Figure 1. Signal wires on met3.
Bar = 100 um.
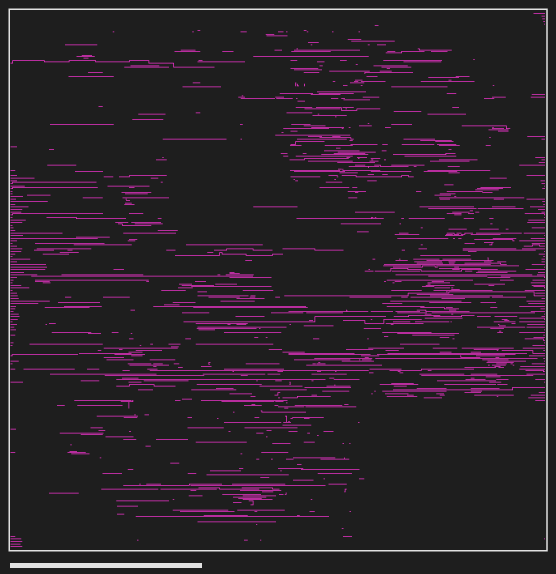
Figure 2. Placement by cell class.
Fill, decap, tap and diode cells in grey.
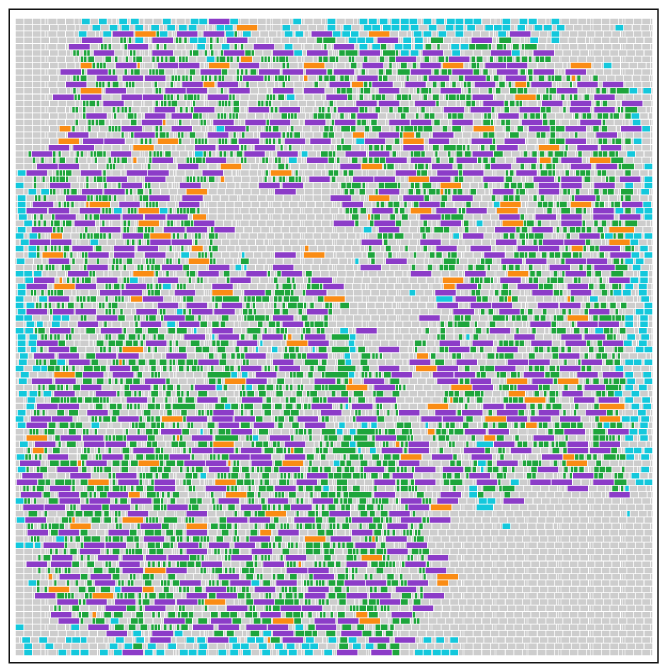
Figure 3. Wiring heat map.
Bar = 100 um. 28 x 28 tiles, from dark blue (low) to red (high), scaled to the fullest tile. Values are wire area over tile area, all layers added.
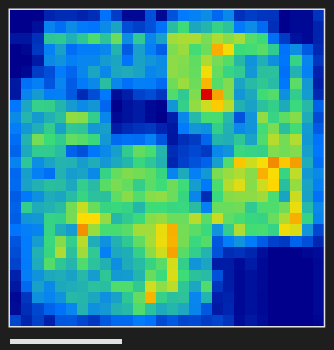
Figure 4. Signal wires on met1.
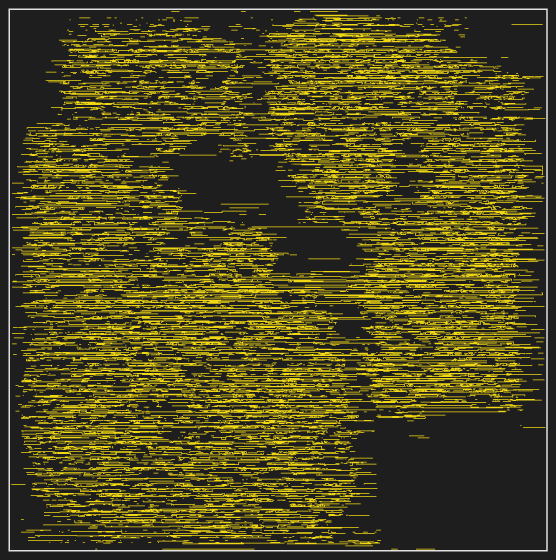
### config.mk
export PLATFORM = sky130hd
export DESIGN_NAME = reservation_station_bank
export DESIGN_NICKNAME = d
export VERILOG_FILES = /design/src/rtl/rs_pkg.sv /design/src/rtl/rs_entry.sv /design/src/rtl/reservation_station_bank.sv
export SDC_FILE = /design/constraint.sdc
export NUM_CORES = 2
export LEC_CHECK = 0
export ABC_CLOCK_PERIOD_IN_PS = 9500
export CAP_MARGIN = 20
export CORE_AREA = 2 2 277 279
export CTS_CLUSTER_SIZE = 14
export DETAILED_ROUTE_END_ITERATION = 7
export DIE_AREA = 0 0 279 281
export PLACE_DENSITY = 0.65
export RECOVER_POWER = 100
export SETUP_SLACK_MARGIN = 0.05
export SYNTH_ARGS = -nofsm -noshare
export SYNTH_HDL_FRONTEND = slang
export SYNTH_SLANG_ARGS = --single-unit
### constraint.sdc
create_clock -name clk -period 9.5 [get_ports clk]
set_clock_uncertainty 0.2 [all_clocks]
set_input_delay 2.375 -clock clk [delete_from_list [all_inputs] [get_ports clk]]
set_output_delay 2.375 -clock clk [all_outputs]
set_load 0.02 [all_outputs]
### src/rtl/rs_pkg.sv
// -----------------------------------------------------------------------------
// rs_pkg
// Shared definitions for the reservation station bank:
//   - default widths for the bank and the ALU functional unit behind it
//   - ALU op encodings, shared with alu_functional_unit
//   - rs_entry_t, the layout of one entry in the default configuration
//   - occ_width(), the width needed to count 0..DEPTH busy entries
// No ports (package).
// -----------------------------------------------------------------------------
package rs_pkg;

   localparam int RS_XLEN         = 32;
   localparam int RS_TAG_WIDTH    = 32;
   localparam int RS_DEPTH        = 4;
   localparam int RS_ALU_OP_WIDTH = 3;

   // A counter of 0..depth needs clog2(depth+1) bits, not clog2(depth).
   function automatic int occ_width(input int depth);
      return $clog2(depth + 1);
   endfunction

   localparam int RS_OCC_WIDTH = occ_width(RS_DEPTH);

   typedef enum logic [RS_ALU_OP_WIDTH-1:0] {
      ALU_ADD = 3'd0,
      ALU_SUB = 3'd1,
      ALU_AND = 3'd2,
      ALU_OR  = 3'd3,
      ALU_XOR = 3'd4,
      ALU_SLL = 3'd5,
      ALU_SRL = 3'd6,
      ALU_SLT = 3'd7
   } alu_op_e;

   typedef struct packed {
      logic                       busy;
      logic [RS_TAG_WIDTH-1:0]    q1;
      logic                       q1_valid;
      logic [RS_XLEN-1:0]         v1;
      logic [RS_TAG_WIDTH-1:0]    q2;
      logic                       q2_valid;
      logic [RS_XLEN-1:0]         v2;
      logic [RS_ALU_OP_WIDTH-1:0] alu_op;
      logic                       alu_sign;
      logic [RS_TAG_WIDTH-1:0]    rob_tag;
   } rs_entry_t;

endpackage

### src/rtl/rs_entry.sv
// -----------------------------------------------------------------------------
// rs_entry
// One reservation-station entry: holds an ALU instruction, snoops the CDB for
// its missing operands, and flags itself ready once both are present.
// Ports:
//   clk, reset (async, active-low), flush (sync clear of busy)
//   load       - write the issue fields into this (free) entry this edge
//   dispatch   - the FU accepted this entry; free it this edge
//   q*_in, q*_valid_in, v*_in, alu_op_in, alu_sign_in,
//   reorder_buffer_tag_in - issue fields
//   cdb_active, cdb_tag, cdb_data - common data bus
//   busy, ready               - entry status (registered state)
//   v1, v2, alu_op, alu_sign, reorder_buffer_tag - stored payload
// -----------------------------------------------------------------------------
module rs_entry
   import rs_pkg::*;
#(
   parameter int XLEN         = RS_XLEN,
   parameter int TAG_WIDTH    = RS_TAG_WIDTH,
   parameter int ALU_OP_WIDTH = RS_ALU_OP_WIDTH
) (
   input  logic                    clk,
   input  logic                    reset,
   input  logic                    flush,
   input  logic                    load,
   input  logic                    dispatch,
   input  logic [TAG_WIDTH-1:0]    q1_in,
   input  logic                    q1_valid_in,
   input  logic [XLEN-1:0]         v1_in,
   input  logic [TAG_WIDTH-1:0]    q2_in,
   input  logic                    q2_valid_in,
   input  logic [XLEN-1:0]         v2_in,
   input  logic [ALU_OP_WIDTH-1:0] alu_op_in,
   input  logic                    alu_sign_in,
   input  logic [TAG_WIDTH-1:0]    reorder_buffer_tag_in,
   input  logic                    cdb_active,
   input  logic [TAG_WIDTH-1:0]    cdb_tag,
   input  logic [XLEN-1:0]         cdb_data,
   output logic                    busy,
   output logic                    ready,
   output logic [XLEN-1:0]         v1,
   output logic [XLEN-1:0]         v2,
   output logic [ALU_OP_WIDTH-1:0] alu_op,
   output logic                    alu_sign,
   output logic [TAG_WIDTH-1:0]    reorder_buffer_tag
);

   logic [TAG_WIDTH-1:0] q1;
   logic [TAG_WIDTH-1:0] q2;
   logic                 q1_valid;
   logic                 q2_valid;

   // Issue-time bypass: the producer is broadcasting in the very cycle we
   // issue, so take the value now instead of waiting for a repeat broadcast.
   logic bypass1;
   logic bypass2;
   assign bypass1 = q1_valid_in & cdb_active & (cdb_tag == q1_in);
   assign bypass2 = q2_valid_in & cdb_active & (cdb_tag == q2_in);

   // Wakeup of an already-resident entry.
   logic wake1;
   logic wake2;
   assign wake1 = busy & q1_valid & cdb_active & (cdb_tag == q1);
   assign wake2 = busy & q2_valid & cdb_active & (cdb_tag == q2);

   assign ready = busy & ~q1_valid & ~q2_valid;

   // NOTE: state is updated with <= so every entry samples the pre-edge
   // values of busy/q*_valid, independent of evaluation order.
   always_ff @(posedge clk or negedge reset) begin
      if (!reset) begin
         // NOTE: the payload is reset along with the control bits; it is only
         // DEPTH words and keeps X out of the select mux after reset.
         busy               <= 1'b0;
         q1                 <= '0;
         q1_valid           <= 1'b0;
         v1                 <= '0;
         q2                 <= '0;
         q2_valid           <= 1'b0;
         v2                 <= '0;
         alu_op             <= '0;
         alu_sign           <= 1'b0;
         reorder_buffer_tag <= '0;
      end else if (flush) begin
         busy     <= 1'b0;
         q1_valid <= 1'b0;
         q2_valid <= 1'b0;
      end else if (load) begin
         busy               <= 1'b1;
         q1                 <= q1_in;
         q2                 <= q2_in;
         q1_valid           <= q1_valid_in & ~bypass1;
         q2_valid           <= q2_valid_in & ~bypass2;
         v1                 <= bypass1 ? cdb_data : v1_in;
         v2                 <= bypass2 ? cdb_data : v2_in;
         alu_op             <= alu_op_in;
         alu_sign           <= alu_sign_in;
         reorder_buffer_tag <= reorder_buffer_tag_in;
      end else begin
         // load only targets free entries and dispatch only ready ones,
         // so the two branches never compete for the same entry.
         if (dispatch) begin
            busy <= 1'b0;
         end
         if (wake1) begin
            v1       <= cdb_data;
            q1_valid <= 1'b0;
         end
         if (wake2) begin
            v2       <= cdb_data;
            q2_valid <= 1'b0;
         end
      end
   end

endmodule

### src/rtl/reservation_station_bank.sv
// -----------------------------------------------------------------------------
// reservation_station_bank
// DEPTH-entry reservation station in front of alu_functional_unit. Allocates
// the lowest free entry on issue, wakes entries from the CDB, and presents the
// oldest ready entry to the FU with a ready/accept handshake.
// Ports:
//   clk, reset (async, active-low), flush (sync clear of all entries)
//   enable + q*/q*_valid/v*/alu_op/alu_sign/reorder_buffer_tag _in - issue
//   full, occupancy           - registered-state status
//   cdb_active, cdb_tag, cdb_data - common data bus
//   ready_to_execute, v*_out, alu_op_out, alu_sign_out,
//   reorder_buffer_tag_out    - selected entry (zero when none ready)
//   dispatched_in             - FU accepted the presented entry
// -----------------------------------------------------------------------------
module reservation_station_bank
   import rs_pkg::*;
#(
   parameter int XLEN         = RS_XLEN,
   parameter int TAG_WIDTH    = RS_TAG_WIDTH,
   parameter int DEPTH        = RS_DEPTH,
   parameter int ALU_OP_WIDTH = RS_ALU_OP_WIDTH
) (
   input  logic                       clk,
   input  logic                       reset,
   input  logic                       flush,
   input  logic                       enable,
   input  logic [TAG_WIDTH-1:0]       q1_in,
   input  logic [TAG_WIDTH-1:0]       q2_in,
   input  logic                       q1_valid_in,
   input  logic                       q2_valid_in,
   input  logic [XLEN-1:0]            v1_in,
   input  logic [XLEN-1:0]            v2_in,
   input  logic [ALU_OP_WIDTH-1:0]    alu_op_in,
   input  logic                       alu_sign_in,
   input  logic [TAG_WIDTH-1:0]       reorder_buffer_tag_in,
   output logic                       full,
   output logic [$clog2(DEPTH+1)-1:0] occupancy,
   input  logic                       cdb_active,
   input  logic [TAG_WIDTH-1:0]       cdb_tag,
   input  logic [XLEN-1:0]            cdb_data,
   output logic                       ready_to_execute,
   output logic [XLEN-1:0]            v1_out,
   output logic [XLEN-1:0]            v2_out,
   output logic [ALU_OP_WIDTH-1:0]    alu_op_out,
   output logic                       alu_sign_out,
   output logic [TAG_WIDTH-1:0]       reorder_buffer_tag_out,
   input  logic                       dispatched_in
);

   localparam int OCC_WIDTH = occ_width(DEPTH);

   logic [DEPTH-1:0]        busy;
   logic [DEPTH-1:0]        ready;
   logic [DEPTH-1:0]        alloc;
   logic [DEPTH-1:0]        grant;
   logic [DEPTH-1:0]        load;
   logic [DEPTH-1:0]        dispatch;
   logic                    issue;
   logic [OCC_WIDTH-1:0]    occ_count;

   logic [XLEN-1:0]         e_v1     [DEPTH];
   logic [XLEN-1:0]         e_v2     [DEPTH];
   logic [ALU_OP_WIDTH-1:0] e_op     [DEPTH];
   logic                    e_sign   [DEPTH];
   logic [TAG_WIDTH-1:0]    e_tag    [DEPTH];

   // older[i][j] = 1 means entry i was issued before entry j.
   logic [DEPTH-1:0]        older     [DEPTH];
   logic [DEPTH-1:0]        older_col [DEPTH];

   // full comes from registered busy bits, so a slot freed by a dispatch in
   // this cycle only becomes allocatable on the next one.
   assign issue    = enable & ~full & ~flush;
   assign load     = alloc & {DEPTH{issue}};
   assign dispatch = grant & {DEPTH{dispatched_in}};

   for (genvar i = 0; i < DEPTH; i++) begin : g_entry
      rs_entry #(
         .XLEN         (XLEN),
         .TAG_WIDTH    (TAG_WIDTH),
         .ALU_OP_WIDTH (ALU_OP_WIDTH)
      ) u_entry (
         .clk                   (clk),
         .reset                 (reset),
         .flush                 (flush),
         .load                  (load[i]),
         .dispatch              (dispatch[i]),
         .q1_in                 (q1_in),
         .q1_valid_in           (q1_valid_in),
         .v1_in                 (v1_in),
         .q2_in                 (q2_in),
         .q2_valid_in           (q2_valid_in),
         .v2_in                 (v2_in),
         .alu_op_in             (alu_op_in),
         .alu_sign_in           (alu_sign_in),
         .reorder_buffer_tag_in (reorder_buffer_tag_in),
         .cdb_active            (cdb_active),
         .cdb_tag               (cdb_tag),
         .cdb_data              (cdb_data),
         .busy                  (busy[i]),
         .ready                 (ready[i]),
         .v1                    (e_v1[i]),
         .v2                    (e_v2[i]),
         .alu_op                (e_op[i]),
         .alu_sign              (e_sign[i]),
         .reorder_buffer_tag    (e_tag[i])
      );
   end

   // Occupancy is the popcount of the busy bits.
   always_comb begin
      // NOTE: every always_comb target gets a default first so no latch
      // can be inferred on any path through the loop.
      occ_count = '0;
      for (int i = 0; i < DEPTH; i++) begin
         occ_count = occ_count + OCC_WIDTH'(busy[i]);
      end
   end

   assign occupancy = occ_count;
   assign full      = (occ_count == OCC_WIDTH'(DEPTH));

   // Lowest-index free entry: scanning downward lets the lowest one win.
   always_comb begin
      alloc = '0;
      for (int i = DEPTH - 1; i >= 0; i--) begin
         if (!busy[i]) begin
            alloc    = '0;
            alloc[i] = 1'b1;
         end
      end
   end

   // Entry i is granted when it is ready and no ready entry is older.
   always_comb begin
      grant = '0;
      for (int i = 0; i < DEPTH; i++) begin
         older_col[i] = '0;
         for (int j = 0; j < DEPTH; j++) begin
            older_col[i][j] = older[j][i];
         end
         grant[i] = ready[i] & ~|(ready & older_col[i]);
      end
   end

   // AND-OR mux over a one-hot grant; all outputs fall to zero with no grant.
   always_comb begin
      ready_to_execute       = |grant;
      v1_out                 = '0;
      v2_out                 = '0;
      alu_op_out             = '0;
      alu_sign_out           = 1'b0;
      reorder_buffer_tag_out = '0;
      for (int i = 0; i < DEPTH; i++) begin
         v1_out                 = v1_out     | ({XLEN{grant[i]}} & e_v1[i]);
         v2_out                 = v2_out     | ({XLEN{grant[i]}} & e_v2[i]);
         alu_op_out             = alu_op_out | ({ALU_OP_WIDTH{grant[i]}} & e_op[i]);
         alu_sign_out           = alu_sign_out | (grant[i] & e_sign[i]);
         reorder_buffer_tag_out = reorder_buffer_tag_out
                                | ({TAG_WIDTH{grant[i]}} & e_tag[i]);
      end
   end

   // Age matrix: a newly issued entry is younger than every busy entry.
   // Its own row is cleared; stale bits of freed entries are overwritten
   // when those entries are reissued.
   always_ff @(posedge clk or negedge reset) begin
      if (!reset) begin
         for (int i = 0; i < DEPTH; i++) begin
            older[i] <= '0;
         end
      end else if (flush) begin
         for (int i = 0; i < DEPTH; i++) begin
            older[i] <= '0;
         end
      end else if (issue) begin
         for (int i = 0; i < DEPTH; i++) begin
            for (int j = 0; j < DEPTH; j++) begin
               if (alloc[i]) begin
                  older[i][j] <= 1'b0;
               end else if (alloc[j]) begin
                  older[i][j] <= busy[i];
               end
            end
         end
      end
   end

endmodule
==> results.cfg <==
; yosys + openroad results
[outcome]
status = complete, but fails checks
violations = max-capacitance violations, max-slew violations

[routing]
highest_layer = met5
vias_per_cell = 5.97
drtIter0Drc = 3011

[timing]
worstMarginPinSlew_ns = 4.91
hold_viol_final = 0
report.final.slew_viol_count = 948

[cts]
holdBufCountCts = 0
cts-root-buf = clkbuf_16
cts_setup_buffers = 0
cts.repair.resized = 0
cts.reportedPaths.clkPinSlew_ns = 0.06

[placement]
dp_hpwl_um = 74900
port_buffers = 340

[power_and_ir_drop]
power_leader = registers
p_sw_mw = 2.41
combinationalPowerShare = 0.186

[synthesis]
yosys_area_mm2 = 0.0337
synth_flops = 680
yosysSeqAreaShare = 0.505
synth_cell_type_count = 71
mux_share = 0.0206
top_logic_kind = simple AND/OR/NAND/NOR gates

[grt]
grt_util_met3 = 0.0671
met1_usage = 0.422

[worst_hold_path]
worstHoldStart = g_entry[1].u_entry.reorder_buffer_tag[27]
min_path_cells = 2

[final_layout]
ff_count = 680
lay_top_count = nand2_1
dominant_cells = sequential cells
seqCellArea_mm2 = 0.0170
logic_area_mm2 = 0.0153
nNonClkBuffers = 395

[die]
initCoreUtil = 0.447

[flow_run]
max_cap_viol_count = 19
Notes on Figure 1 above:
wire length on this layer: 11200 um
longest straight run: 115 um
nets with wire on the layer: 493
main direction: horizontal

Notes on Figure 2 above:
| colour | class | cells | share of their area |
|---|---|---|---|
| purple | flip-flops | 680 | 44% |
| orange | clock drivers and dummy loads | 137 | 6.6% |
| cyan | other buffers and delay cells | 395 | 9.8% |
| green | all other logic | 2669 | 40% |

Notes on Figure 3 above:
densest ninth of the die: right middle
tiles over half the peak: 24%
nearly empty tiles: 9.1%
mean over tiles: 0.26
fullest tile: 0.76
emptiest ninth of the die: bottom right

Notes on Figure 4 above:
main direction: horizontal
nets with wire on the layer: 3684
wire length on this layer: 50.1 mm
share of all routed wire: 41%

state kept, by name, indices dropped and copies added (netlist names):
signal / cells
g_entry.u_entry.alu_op: 12
g_entry.u_entry.alu_sign: 4
g_entry.u_entry.busy: 4
g_entry.u_entry.q1: 128
g_entry.u_entry.q1_valid: 4
g_entry.u_entry.q2: 128
g_entry.u_entry.q2_valid: 4
g_entry.u_entry.reorder_buffer_tag: 128
g_entry.u_entry.v1: 128
g_entry.u_entry.v2: 128
older: 12
worst max-delay path: stages:
cell	delay, ns
buf_4	0.26
clkbuf_1	2.54
nor2_4	0.72
clkbuf_1	1.28
a41oi_4	0.47
buf_4	0.47
o221a_2	0.29
